--- config.mk ---
export PLATFORM = sky130hd
export DESIGN_NAME = mem_blk_arbiter
export DESIGN_NICKNAME = d
export VERILOG_FILES = /design/src/rtl/mem_blk_arbiter.sv
export SDC_FILE = /design/constraint.sdc
export NUM_CORES = 1
export LEC_CHECK = 0
export ABC_AREA = 1
export CORE_AREA = 3 3 536 538
export CTS_CLUSTER_SIZE = 12
export DETAILED_ROUTE_END_ITERATION = 8
export DIE_AREA = 0 0 539 541
export GPL_TIMING_DRIVEN = 0
export HOLD_SLACK_MARGIN = 0.05
export PLACE_DENSITY = 0.32
export SLEW_MARGIN = 20
export SYNTH_ARGS = -nofsm -noshare
export SYNTH_HDL_FRONTEND = slang
export SYNTH_SLANG_ARGS = --single-unit
--- constraint.sdc ---
create_clock -name CLK -period 2 [get_ports CLK]
set_input_delay 0.5 -clock CLK [delete_from_list [all_inputs] [get_ports CLK]]
set_output_delay 0.5 -clock CLK [all_outputs]
set_load 0.005 [all_outputs]
--- src/rtl/mem_blk_arbiter.sv ---
// Arbitrates the single memory block port between I-cache and D-cache fills.
// Define MEM_ARB_STARVE_GUARD_EN to bound consecutive D grants while I waits.
module mem_blk_arbiter #(
    parameter int ADDR_W       = 32,
    parameter int BLK_W        = 256,
    parameter int MAX_D_STREAK = 4
) (
    input  logic              CLK,
    input  logic              RESET,
    input  logic              iBlkRead_fIC,
    input  logic [ADDR_W-1:0] iBlkAddr_fIC,
    output logic [BLK_W-1:0]  block_read_2IC,
    output logic              iBlkDone_2IC,
    input  logic              dBlkRead_fDC,
    input  logic              dBlkWrite_fDC,
    input  logic [ADDR_W-1:0] dBlkAddr_fDC,
    input  logic [BLK_W-1:0]  block_write_fDC,
    output logic [BLK_W-1:0]  block_read_2DC,
    output logic              dBlkDone_2DC,
    output logic [ADDR_W-1:0] blk_address_2M,
    output logic              BlkRead_2M,
    output logic              BlkWrite_2M,
    output logic [BLK_W-1:0]  block_write_2M,
    input  logic [BLK_W-1:0]  block_read_fM,
    input  logic              block_read_fM_valid,
    input  logic              block_write_fM_valid,
    output logic              Busy
);

    typedef enum logic [1:0] {
        S_IDLE,
        S_GNT_I,
        S_GNT_D,
        S_DONE
    } state_t;

    localparam logic [ADDR_W-1:0] ADDR_MASK = {{(ADDR_W-5){1'b1}}, 5'b0};

    if (MAX_D_STREAK < 1) begin : g_bad_streak
        $error("MAX_D_STREAK must be at least 1");
    end

    state_t              r_state;
    logic                r_last_d;
    logic                r_op_wr;
    logic [ADDR_W-1:0]   r_addr;
    logic                r_rd;
    logic                r_wr;
    logic [BLK_W-1:0]    r_wdata;
    logic [BLK_W-1:0]    r_rdata_i;
    logic [BLK_W-1:0]    r_rdata_d;
    logic                r_done_i;
    logic                r_done_d;

    logic                w_d_req;
    logic                w_pick_i;
    logic                w_complete;

    assign w_d_req = dBlkRead_fDC | dBlkWrite_fDC;

`ifdef MEM_ARB_STARVE_GUARD_EN
    localparam int STREAK_W = $clog2(MAX_D_STREAK + 1);
    localparam logic [STREAK_W-1:0] STREAK_MAX = STREAK_W'(MAX_D_STREAK);

    logic [STREAK_W-1:0] r_d_streak;

    // I overrides D priority once D has won MAX_D_STREAK times in a row
    assign w_pick_i = iBlkRead_fIC & (~w_d_req | (r_d_streak == STREAK_MAX));

    always_ff @(posedge CLK or negedge RESET) begin
        if (!RESET) begin
            r_d_streak <= '0;
        end else if (r_state == S_IDLE) begin
            if (w_pick_i) begin
                r_d_streak <= '0;
            end else if (w_d_req && iBlkRead_fIC && r_d_streak != STREAK_MAX) begin
                r_d_streak <= r_d_streak + 1'b1;
            end
        end
    end
`else
    assign w_pick_i = iBlkRead_fIC & ~w_d_req;
`endif

    assign w_complete = ((r_state == S_GNT_I) || (r_state == S_GNT_D)) &&
                        (r_op_wr ? block_write_fM_valid : block_read_fM_valid);

    always_ff @(posedge CLK or negedge RESET) begin
        if (!RESET) begin
            r_state   <= S_IDLE;
            r_last_d  <= 1'b1;
            r_op_wr   <= 1'b0;
            r_addr    <= '0;
            r_rd      <= 1'b0;
            r_wr      <= 1'b0;
            r_wdata   <= '0;
            r_rdata_i <= '0;
            r_rdata_d <= '0;
            r_done_i  <= 1'b0;
            r_done_d  <= 1'b0;
        end else begin
            unique case (r_state)
                S_IDLE: begin
                    if (w_pick_i) begin
                        r_state  <= S_GNT_I;
                        r_last_d <= 1'b0;
                        r_op_wr  <= 1'b0;
                        r_rd     <= 1'b1;
                        r_addr   <= iBlkAddr_fIC & ADDR_MASK;
                    end else if (w_d_req) begin
                        r_state  <= S_GNT_D;
                        r_last_d <= 1'b1;
                        r_op_wr  <= dBlkWrite_fDC;
                        r_rd     <= ~dBlkWrite_fDC;
                        r_wr     <= dBlkWrite_fDC;
                        r_addr   <= dBlkAddr_fDC & ADDR_MASK;
                        if (dBlkWrite_fDC) begin
                            r_wdata <= block_write_fDC;
                        end
                    end
                end
                S_GNT_I, S_GNT_D: begin
                    if (w_complete) begin
                        r_state  <= S_DONE;
                        r_rd     <= 1'b0;
                        r_wr     <= 1'b0;
                        r_wdata  <= '0;
                        r_done_i <= ~r_last_d;
                        r_done_d <= r_last_d;
                        if (!r_op_wr) begin
                            if (r_last_d) begin
                                r_rdata_d <= block_read_fM;
                            end else begin
                                r_rdata_i <= block_read_fM;
                            end
                        end
                    end
                end
                S_DONE: begin
                    r_state  <= S_IDLE;
                    r_done_i <= 1'b0;
                    r_done_d <= 1'b0;
                end
                default: begin
                    r_state <= S_IDLE;
                end
            endcase
        end
    end

    assign block_read_2IC = r_rdata_i;
    assign iBlkDone_2IC   = r_done_i;
    assign block_read_2DC = r_rdata_d;
    assign dBlkDone_2DC   = r_done_d;
    assign blk_address_2M = r_addr;
    assign BlkRead_2M     = r_rd;
    assign BlkWrite_2M    = r_wr;
    assign block_write_2M = r_wdata;
    assign Busy           = (r_state != S_IDLE);

endmodule

### Sequential cells coloured by netlist name

(1 px per um)
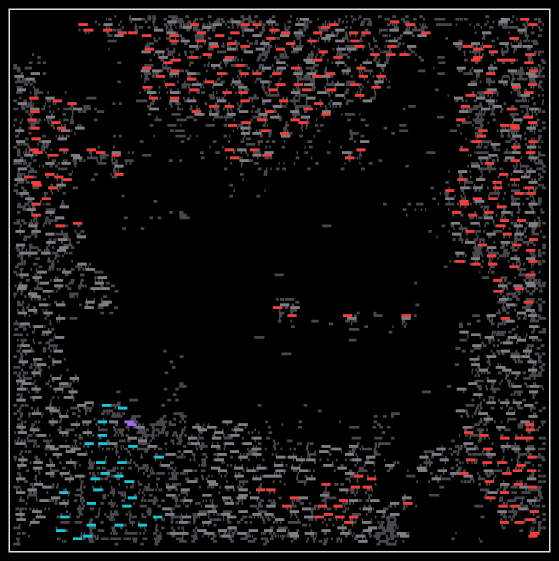
Key: r_state = purple [sequential cells 2]; blk_address_2M = cyan [sequential cells 27, where bottom left]; block_read_2DC = red [sequential cells 256, where widely spread]
register area: 0.02013 mm2
Final Core Density: 19.81%
sequential share of cell area: 35.97%
seq pwr: 28500 uW

### Routed metal, one colour a layer

(1 px per um) Two of the layers only.
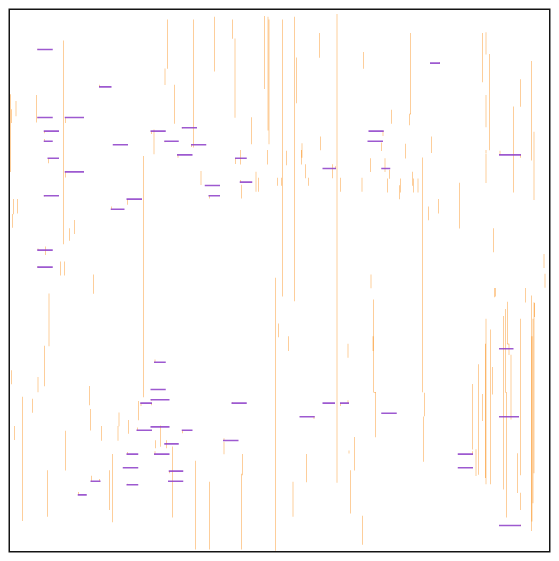
Key: metal 5 = purple [wire length 722 um]; metal 4 = orange [wire length 7940 um]
drt total wl: 256500 um
wire length per cell: 28.93 um
via count: 31830
gr usage total: 16.73%

### Track usage over the die

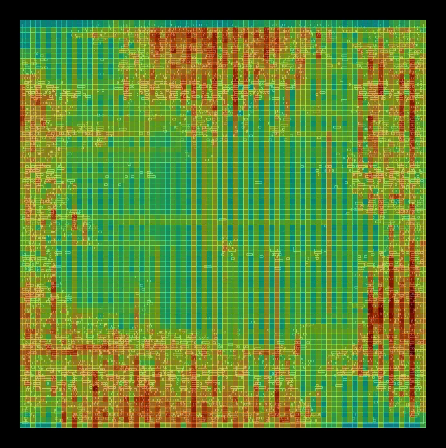
GR Util met3: 7.003%
global-route track usage on met1: 18.65%
busiest grt layer: met2

### Metal 1

(1 px per um) Supply wires on this layer in grey. Cells faint in the background.
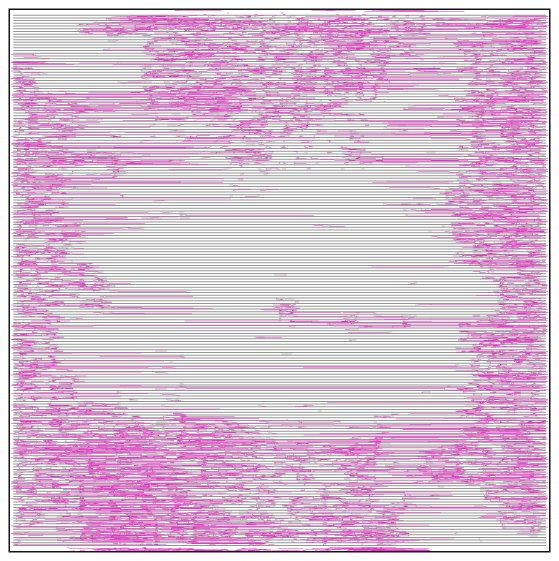
5117 nets have wire on it. The wires run mostly horizontal. The layer holds 38% of the routed length.

### The metal 4 layer

(1 px per um) Supply wires on this layer in grey.
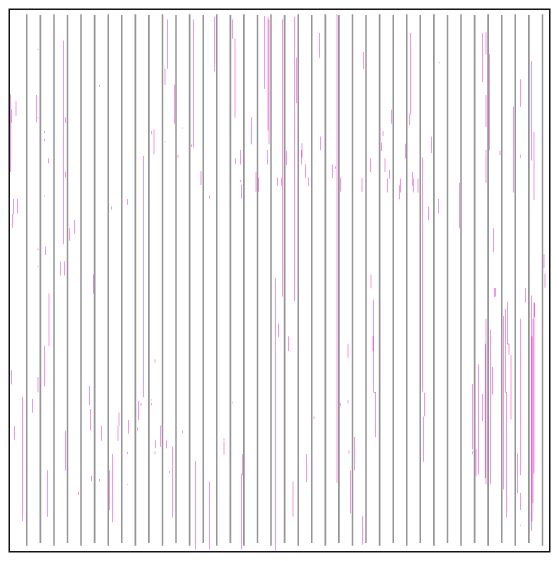
The wires run mostly vertical. The layer holds 3.1% of the routed length.

==> deck_impl_summary.md <==
Synthesis and Place & Route Summary

Status
  – Status: complete, but fails checks
  – Violated checks: negative hold slack, negative setup slack

Die
  – Ports: 1388

GRT
  – Largest net degree at the start of global routing: 121
  – Grt total ovfl: 0

STA
  – Setup violators final: 178
  – Final clock skew: 0.05855 ns
  – Final Hold Fails: 153
  – Worst-Margin Slew: 0.8342 ns
  – PnR worst setup slack: -0.1417 ns
  – Worst hold margin: -0.2950 ns
  – RSZ-0062 raised after global routing: yes
  – Final Cycle Share: 107.1%

Placement
  – Setup Slack @ Placement: -1.606 ns
  – Routability cong.: 0.8698

Worst setup path
  – Required time of the critical path: 1.50 ns
  – R2r endpoint: block_read_2IC[243]
  – R2R Setup Slk: -0.13 ns

Logic synthesis
  – Main flop type: dfrtp_1
  – AO/OA Area Share: 9.113%
  – Post-Synth Simple-Gate Area: 18.93%
  – XOR Share, Synth: 0%
  – Mapped cell area: 0.03103 mm2

Detailed routing
  – Post-route ant nets: 0
  – Drc violations: 0

Clock network
  – Max H-tree Level: 3

Worst hold path
  – Min-delay worst type: input port to asynchronous set/reset pin

Layout
  – P&R area growth vs syn: 80.37%
==> repair_timing <==
item | in CTS | in global routing
resized | 1381 | 2129
setup buffers | 39 | 145
endpoints found under the hold margin | 182 | 103
hold buffers | 1 | 10
gates cloned | 29 | 16
pin swaps | 4 | 6
endpoints found under the setup margin | 1587 | 1638
==> layer usage <==
layer / global-route usage, % / routed length (um)
met5: 0 / 722
met4: 3.902 / 7943
met3: 7.003 / 25230
met2: 29.40 / 126000
met1: 18.65 / 96590
==> layout make-up <==
type / instances / area (um2)
clock inverter: 24 / 265.3
inverter: 295 / 1117
multi-input combinational: 1955 / 10330
fill: 31410 / 226600
buffer: 237 / 2200
antenna: 26 / 65.06
timing repair buffer: 1610 / 13860
clock buffer: 171 / 3312
sequential: 803 / 20130
tap: 3743 / 4683
Power figures rest on the tool's default switching activity, not on a simulated workload.
